`config.mk`:
```
export PLATFORM = sky130hd
export DESIGN_NAME = autotype_sequencer_flat
export DESIGN_NICKNAME = d
export VERILOG_FILES = /design/src/rtl/autotype_sequencer_if.sv /design/src/rtl/autotype_sequencer.sv /design/src/flat_wrapper.sv
export SDC_FILE = /design/constraint.sdc
export NUM_CORES = 1
export LEC_CHECK = 0
export ABC_AREA = 1
export CAP_MARGIN = 20
export CORE_MARGIN = 2
export CORE_UTILIZATION = 50
export DETAILED_ROUTE_END_ITERATION = 10
export GPL_TIMING_DRIVEN = 0
export PLACE_DENSITY_LB_ADDON = 0.25
export SYNTH_ARGS = -nofsm -noshare
export SYNTH_HDL_FRONTEND = slang
export SYNTH_SLANG_ARGS = --single-unit
export TNS_END_PERCENT = 100
```
`constraint.sdc`:
```
create_clock -name clk -period 1.6 [get_ports clk]
set_clock_uncertainty 0.1 [all_clocks]
set_input_delay 0.32 -clock clk [delete_from_list [all_inputs] [get_ports clk]]
set_output_delay 0.32 -clock clk [all_outputs]
set_load 0.05 [all_outputs]
```
`src/rtl/autotype_sequencer_if.sv`:
```
// Script-ROM and computer-control bundle between the autotype sequencer
// (master modport) and its environment: ROM, Orao core and control logic (slave modport).
interface autotype_sequencer_if #(
  parameter int ADDR_W = 5,
  parameter int NKEYS  = 3
);
  logic              start;
  logic              abort;
  logic [ADDR_W-1:0] script_addr;
  logic [15:0]       script_data;
  logic              n_reset_out;
  logic [NKEYS-1:0]  keys;
  logic              busy;
  logic              done;
  logic              err;

  modport master (
    input  start, abort, script_data,
    output script_addr, n_reset_out, keys, busy, done, err
  );

  modport slave (
    output start, abort, script_data,
    input  script_addr, n_reset_out, keys, busy, done, err
  );
endinterface

```
`src/rtl/autotype_sequencer.sv`:
```
// Scripted boot/keystroke sequencer: walks a synchronous script ROM and drives
// the Orao reset and onboard key inputs for programmed numbers of ticks.
module autotype_sequencer #(
  parameter int TICK_CYCLES = 2500000,
  parameter int ADDR_W      = 5,
  parameter int NKEYS       = 3,
  parameter int AUTO_START  = 1
) (
  input logic                  clk,
  input logic                  reset,
  autotype_sequencer_if.master bus
);
  localparam int              TW        = $clog2(TICK_CYCLES);
  localparam logic [TW-1:0]   TICK_LAST = TW'(TICK_CYCLES - 1);
  localparam logic [5:0]      KEY_LIMIT = 6'(NKEYS);

  localparam logic [2:0] S_IDLE  = 3'd0;
  localparam logic [2:0] S_FETCH = 3'd1;
  localparam logic [2:0] S_LATCH = 3'd2;
  localparam logic [2:0] S_EXEC  = 3'd3;
  localparam logic [2:0] S_NEXT  = 3'd4;
  localparam logic [2:0] S_DONE  = 3'd5;

  localparam logic [2:0] OP_END  = 3'd0;
  localparam logic [2:0] OP_RST  = 3'd1;
  localparam logic [2:0] OP_KEY  = 3'd2;

  logic [2:0]        state_q, state_d;
  logic [ADDR_W-1:0] addr_q, addr_d;
  logic [TW-1:0]     tick_q, tick_d;
  logic [7:0]        dur_q, dur_d;
  logic              ent_rst_q, ent_rst_d;
  logic [NKEYS-1:0]  ent_keys_q, ent_keys_d;
  logic              n_reset_q, n_reset_d;
  logic [NKEYS-1:0]  keys_q, keys_d;
  logic              busy_q, busy_d;
  logic              done_q, done_d;
  logic              err_q, err_d;
  logic              auto_q, auto_d;

  logic [2:0]        rom_op;
  logic [4:0]        rom_idx;
  logic [7:0]        rom_dur;
  logic              rom_illegal;
  logic [NKEYS-1:0]  key_onehot;
  logic              in_busy_state;
  logic              exec_drive;

  assign rom_op  = bus.script_data[15:13];
  assign rom_idx = bus.script_data[12:8];
  assign rom_dur = bus.script_data[7:0];

  always_comb begin
    key_onehot = '0;
    for (int k = 0; k < NKEYS; k++) begin
      key_onehot[k] = (rom_idx == 5'(k));
    end
  end

  assign rom_illegal   = rom_op[2] | ((rom_op == OP_KEY) & ({1'b0, rom_idx} >= KEY_LIMIT));
  assign in_busy_state = (state_q != S_IDLE) && (state_q != S_DONE);

  always_comb begin
    state_d    = state_q;
    addr_d     = addr_q;
    tick_d     = tick_q;
    dur_d      = dur_q;
    ent_rst_d  = ent_rst_q;
    ent_keys_d = ent_keys_q;
    done_d     = done_q;
    err_d      = err_q;
    auto_d     = 1'b0;

    case (state_q)
      S_IDLE, S_DONE: begin
        if (!bus.abort && (bus.start || (state_q == S_IDLE && auto_q))) begin
          state_d = S_FETCH;
          addr_d  = '0;
          done_d  = 1'b0;
          err_d   = 1'b0;
        end
      end
      S_FETCH: state_d = S_LATCH;
      S_LATCH: begin
        if (rom_illegal) begin
          state_d = S_DONE;
          done_d  = 1'b1;
          err_d   = 1'b1;
        end else if (rom_op == OP_END) begin
          state_d = S_DONE;
          done_d  = 1'b1;
        end else if (rom_dur == 8'd0) begin
          state_d = S_NEXT;
        end else begin
          state_d    = S_EXEC;
          tick_d     = '0;
          dur_d      = rom_dur;
          ent_rst_d  = (rom_op == OP_RST);
          ent_keys_d = (rom_op == OP_KEY) ? key_onehot : '0;
        end
      end
      S_EXEC: begin
        if (tick_q == TICK_LAST) begin
          tick_d = '0;
          dur_d  = dur_q - 8'd1;
          if (dur_q == 8'd1) begin
            state_d = S_NEXT;
          end
        end else begin
          tick_d = tick_q + TW'(1);
        end
      end
      S_NEXT: begin
        // The last ROM slot ends the script instead of wrapping back to 0.
        if (addr_q == '1) begin
          state_d = S_DONE;
          done_d  = 1'b1;
        end else begin
          addr_d  = addr_q + ADDR_W'(1);
          state_d = S_FETCH;
        end
      end
      default: state_d = S_IDLE;
    endcase

    if (in_busy_state && bus.abort) begin
      state_d = S_IDLE;
      done_d  = 1'b0;
      err_d   = err_q;
    end

    // Entry outputs lag EXEC by one cycle, which yields the 3-cycle release gap.
    exec_drive = (state_q == S_EXEC) && !bus.abort;
    n_reset_d  = exec_drive ? !ent_rst_q : 1'b1;
    keys_d     = exec_drive ? ent_keys_q : '0;
    busy_d     = (state_d == S_FETCH) || (state_d == S_LATCH) ||
                 (state_d == S_EXEC)  || (state_d == S_NEXT);
  end

  always_ff @(posedge clk or posedge reset) begin
    if (reset) begin
      state_q    <= S_IDLE;
      addr_q     <= '0;
      tick_q     <= '0;
      dur_q      <= '0;
      ent_rst_q  <= 1'b0;
      ent_keys_q <= '0;
      n_reset_q  <= 1'b0;
      keys_q     <= '0;
      busy_q     <= 1'b0;
      done_q     <= 1'b0;
      err_q      <= 1'b0;
      auto_q     <= (AUTO_START != 0);
    end else begin
      state_q    <= state_d;
      addr_q     <= addr_d;
      tick_q     <= tick_d;
      dur_q      <= dur_d;
      ent_rst_q  <= ent_rst_d;
      ent_keys_q <= ent_keys_d;
      n_reset_q  <= n_reset_d;
      keys_q     <= keys_d;
      busy_q     <= busy_d;
      done_q     <= done_d;
      err_q      <= err_d;
      auto_q     <= auto_d;
    end
  end

  assign bus.script_addr = addr_q;
  assign bus.n_reset_out = n_reset_q;
  assign bus.keys        = keys_q;
  assign bus.busy        = busy_q;
  assign bus.done        = done_q;
  assign bus.err         = err_q;
endmodule

```
`src/flat_wrapper.sv`:
```
// flat-port wrapper written by rule: the top's interface ports become plain ports
module autotype_sequencer_flat 
#(
  parameter int TICK_CYCLES = 2500000,
  parameter int ADDR_W      = 5,
  parameter int NKEYS       = 3,
  parameter int AUTO_START  = 1
)
  (clk, reset, bus_start, bus_abort, bus_script_data, bus_script_addr, bus_n_reset_out, bus_keys, bus_busy, bus_done, bus_err);
  autotype_sequencer_if #(.ADDR_W(ADDR_W), .NKEYS(NKEYS)) bus_i ();
  input logic clk;
  input logic reset;
  input wire logic [$bits(bus_i.start)-1:0] bus_start;
  input wire logic [$bits(bus_i.abort)-1:0] bus_abort;
  input wire logic [$bits(bus_i.script_data)-1:0] bus_script_data;
  output wire logic [$bits(bus_i.script_addr)-1:0] bus_script_addr;
  output wire logic [$bits(bus_i.n_reset_out)-1:0] bus_n_reset_out;
  output wire logic [$bits(bus_i.keys)-1:0] bus_keys;
  output wire logic [$bits(bus_i.busy)-1:0] bus_busy;
  output wire logic [$bits(bus_i.done)-1:0] bus_done;
  output wire logic [$bits(bus_i.err)-1:0] bus_err;
  assign bus_i.start = bus_start;
  assign bus_i.abort = bus_abort;
  assign bus_i.script_data = bus_script_data;
  assign bus_script_addr = bus_i.script_addr;
  assign bus_n_reset_out = bus_i.n_reset_out;
  assign bus_keys = bus_i.keys;
  assign bus_busy = bus_i.busy;
  assign bus_done = bus_i.done;
  assign bus_err = bus_i.err;
  autotype_sequencer #(.TICK_CYCLES(TICK_CYCLES), .ADDR_W(ADDR_W), .NKEYS(NKEYS), .AUTO_START(AUTO_START)) u_core (.clk(clk), .reset(reset), .bus(bus_i));
endmodule
```
==> flow_metrics.rpt <==
=== SYNTHESIS / PLACE & ROUTE SUMMARY ===
----------------------------------------------------
[Critical path]
  Critical Path Start ........................ u_core.tick_q[1]$_DFFE_PP0P_
  R2R Path End ........................ u_core.tick_q[17]$_DFFE_PP0P_
  CP delay by family, top ........................ simple AND/OR/NAND/NOR gates
  CP arrival ........................ 1890 ps
  Worst reg-to-reg setup slack ........................ -210 ps
  Required arrival time at the worst endpoint ........................ 1680 ps
  Critical path peak fanout ........................ 2
  Largest incremental delay on the critical path ........................ ~430 ps
  Critical path depth in cells ........................ 8
  R2r worst-path depth ........................ 8
  Endpoint type of the worst setup path ........................ flop
  Critical path class ........................ reg2reg
  Start of the worst register-to-register path ........................ u_core.tick_q[1]$_DFFE_PP0P_
  Last element of the critical path ........................ u_core.tick_q[17]$_DFFE_PP0P_

[Clock tree]
  Number of levels the H-tree was split into ........................ 2
  TritonCTS clock tree ........................ yes
  Number of clock sinks seen by CTS ........................ 50
  Clock buffer count from CTS ........................ 5
  Register clock-pin slew on the reported worst setup and hold paths ........................ 90 ps
  Clk buf depth ........................ 2
  Number of resized instances in the post-cts repair step ........................ 83
  Clock latency of the later-clocked register in the worst-skew pair ........................ 310 ps
  Master cell of the clock root buffer ........................ clkbuf_8
  Post-CTS Repair Setup Buffers ........................ 34

[GRT]
  Met3 track demand over resource in global routing ........................ 2.72%
  GR Layer Usage met2 ........................ 44.0%
  Antenna violations before repair ........................ 0
  Most used routing layer in global routing ........................ met2
  Met1 routing resource usage after global routing ........................ 31.3%
  GRT overflow ........................ 0
  Wire length of the first global-routing pass ........................ around 14 mm
  Pin count of the biggest net entering global routing ........................ 32
  Via count of the first global-routing pass ........................ 3,218

[Synthesis]
  AND/OR/NAND/NOR Cells, Area Fraction ........................ 35.8%
  Count of unique library cells instantiated by Yosys ........................ 42
  Compound-cell area share of the yosys netlist ........................ 11.6%
  Synth top area cells ........................ dfrtp_1 (38%), nand2_1 (11%), nor2_1 (7.1%), inv_1 (6.5%), nand3_1 (5.5%)
  Flops out of synthesis ........................ 50
  Synth top cell by count ........................ nand2_1
  Yosys chip area ........................ 0.00327 mm2
  Area share of the largest cell type after synthesis ........................ between 30% and 40%
  Largest logic family ........................ simple AND/OR/NAND/NOR gates
  Net count after synthesis ........................ around 470
  Cell accounting for the most synthesized area ........................ dfrtp_1
  Proportion of synthesized area in mux cells ........................ 0.306%
  Adder and majority gate portion of the synthesized area ........................ 1.91%
  Dominant flop cell ........................ dfrtp_1
  Number of cells in the yosys synthesis report ........................ 440
  Number of enable-type register cells in the synthesized netlist ........................ 0
  Mean post-synth cell area ........................ 7.43 um2
  Async set or reset register ratio after synthesis ........................ 100%
  Fraction of synthesized cell area in xor and xnor cells ........................ around 2.1%
  Warnings, synthesis ........................ 0
  Netlist Area Pre-Place ........................ 0.00327 mm2
  Post-Syn Instances ........................ 440
  Post-synth seq share ........................ 38.3%

[Power]
  Clock network fraction of design power ........................ between 10% and 20%
  Overall power after layout ........................ between 6 and 7 mW
  Clock Power ........................ around 750 uW
  Proportion of power drawn by combinational gates ........................ a little over half
  Top power consumer group ........................ combinational logic
  IR Drop Worst-Case VDD ........................ 872 uV
  Switching pwr ........................ 3.05 mW
  Power density cells ........................ 1390 mW/mm2
  Net switching share of the total power ........................ a little under half
  Combinational power ........................ 3.51 mW
  Part of the total power dissipated in sequential elements ........................ 34.2%
  Lkg Pwr ........................ about 2.3 nW
  Internal cell power ........................ 3.44 mW

[Placement]
  Placed instance area ........................ 0.00374 mm2
  Final estimated routing congestion in global placement ........................ 0.947
  HPWL after detailed placement ........................ 5.96 mm
  Number of placed instances, taps included ........................ 549
  Pre-CTS WS ........................ -617 ps

[Detailed routing]
  Number of routed nets with antenna violations ........................ 0
  Detail Route met3 WL ........................ 496 um
  Detailed Routing Iterations Pass 1 ........................ 5
  Post-route DRC violation count ........................ 0
  M1 wire length ........................ 3.93 mm
  Met2 Wirelength ........................ 5.12 mm
  Initial DRC Count ........................ 230
  Post-DR vias/cell ........................ 5.64
  DR top layer ........................ met4

[Final timing]
  Post-route fraction of the period consumed by the critical path ........................ 113%
  Max Transition Viols Final ........................ 0
  Final setup violation count ........................ 30
  Setup repair after global routing missed its margin ........................ true
  Final worst-path setup slack ........................ -212 ps
  Fin crit period ........................ 1810 ps

[Finish]
  Signed area change from the synthesized netlist to the final layout ........................ 43.3%
  Logic Gate Count ........................ 314
  Final layout net count ........................ around 550
  Clock buffer and inverter area fraction after layout ........................ 1.79%
  Max reg flops ........................ 22
  Data-path buffer share of cell area in the final layout ........................ about 17%
  Number of antenna repair diodes ........................ 0
  FF/Latch Area ........................ 0.00127 mm2
  Combinational share of cell area ........................ 45.5%
  Design Area, Final ........................ between 0.004 and 0.005 mm2
  Flip-flop and latch share of the layout cell area ........................ a little over a quarter
  Reg with most FFs ........................ u_core.tick_q
  Most numerous logic cell after layout ........................ nand2_1
  Top cell category ........................ logic gates
  Number of clock buffers in the layout ........................ 7
  Leading cell types in the layout, fill and taps excluded ........................ nand2_1 (72), inv_1 (43), buf_4 (41), nor2_1 (39), dfrtp_1 (35)
  Share of post-route cells with drive strength above 1 ........................ a little over 40%

[Floorplan]
  Core utilization before placement ........................ 51.5%
  Total die size ........................ ~0.007 mm2
  Floorplan Core Area ........................ roughly 0.0063 mm2
  Die Ht ........................ 84.8 um
  Die X ........................ ~85 um
  Num rows ........................ 29

[Hold path]
  Worst hold path depth ........................ 2
  Hold Crit Start ........................ bus_script_data[15]
  Hold endpoint ........................ u_core.ent_rst_q$_DFFE_PP0P_
  HP Class ........................ in2reg

[Job]
  Max capacitance violation total ........................ 0
  Log Warnings ........................ 30

[Outcome]
  Failing checks ........................ negative setup slack
  Run status ........................ finished, violations left

----------------------------------------------------
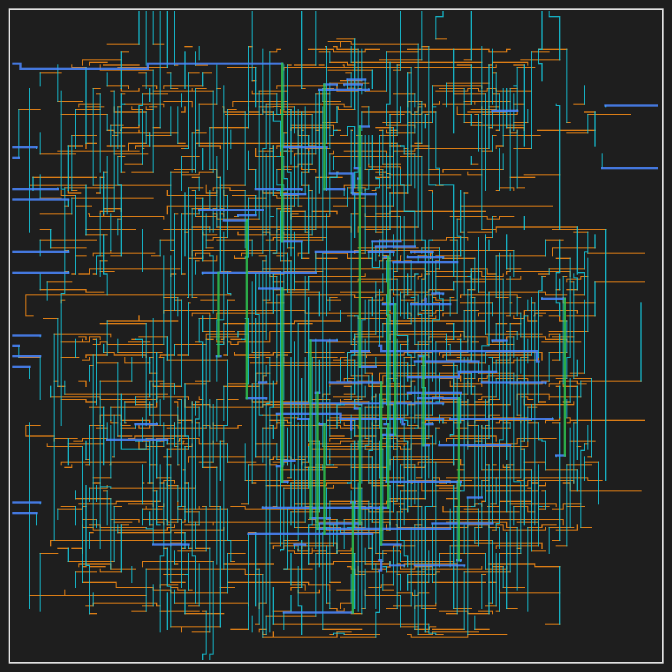
**Above:** metal layers overlaid.
- cyan: metal 2 (wire length 5,120 um)
- green: metal 4 (wire length 335 um)
- blue: metal 3 (wire length 497 um)
- orange: metal 1 (wire length 3,930 um)
vias post-DR: 3,418
final WL: 9.88 mm
WL/cell: 16.3 um
overall track demand over capacity in global routing: 24.5%

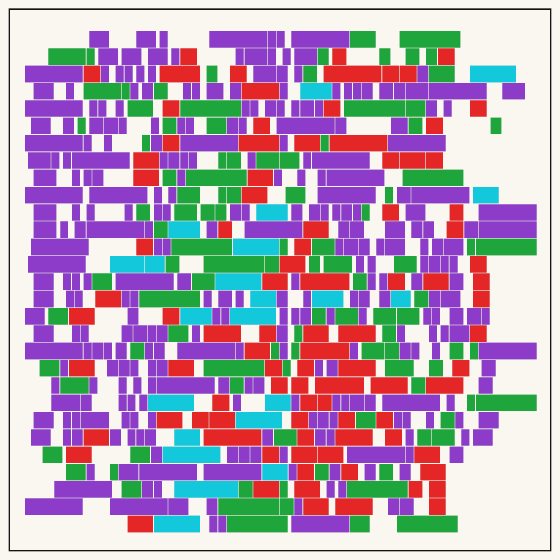
**Above:** sizing map.
- purple: _0 and _1 cells (cells 311; share 59%; most used nand2_1)
- red: _3 and _4 cells (cells 92; share 17%; most used buf_4)
- cyan: _6 and larger (cells 22; share 4.2%)
- green: _2 cells (cells 104; share 20%; most used inv_2)
nonclk buf count: 87
final worst-path setup slack: -212 ps

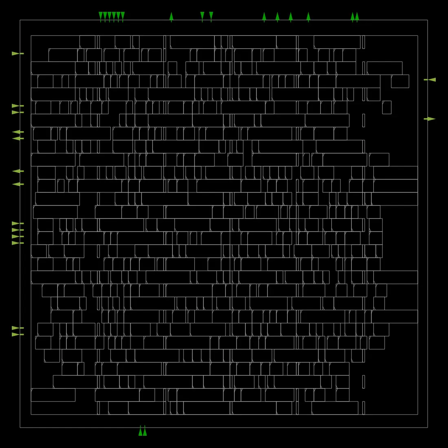
**Above:** cell outlines without signal wires.
filler-free cell count of the finished design: 606
layout sequential cell count: 50
final core utilization: 73.8%

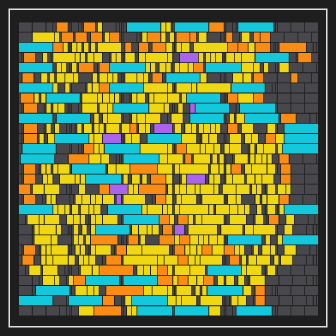
**Above:** placement by cell class.
Fill, decap, tap and diode cells in gray.
- purple: clock drivers and dummy loads (cells 8)
- cyan: flops (cells 50)
- orange: other buffers and delay cells (cells 87)
- yellow: combinational and other logic (cells 384)

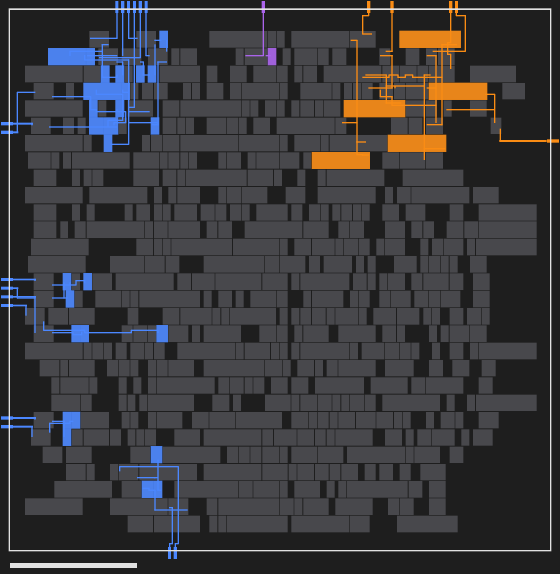
**Above:** port wiring.
The bar under the picture is 20 um long.
- purple: `bus_start` (bits 1; direction input; edge top; end cells 1; wire 10.4 um)
- blue: `bus_script_data` (bits 16; direction input; edge 8 left, 6 top, 2 bottom; end cells 27; wire 315 um)
- orange: `bus_script_addr` (bits 5; direction output; edge 4 top, 1 right; end cells 5; wire 182 um)
quantity of I/O buffers inserted on ports: 31
number of I/O pins: 32

Power is estimated from default activity; no workload was simulated.
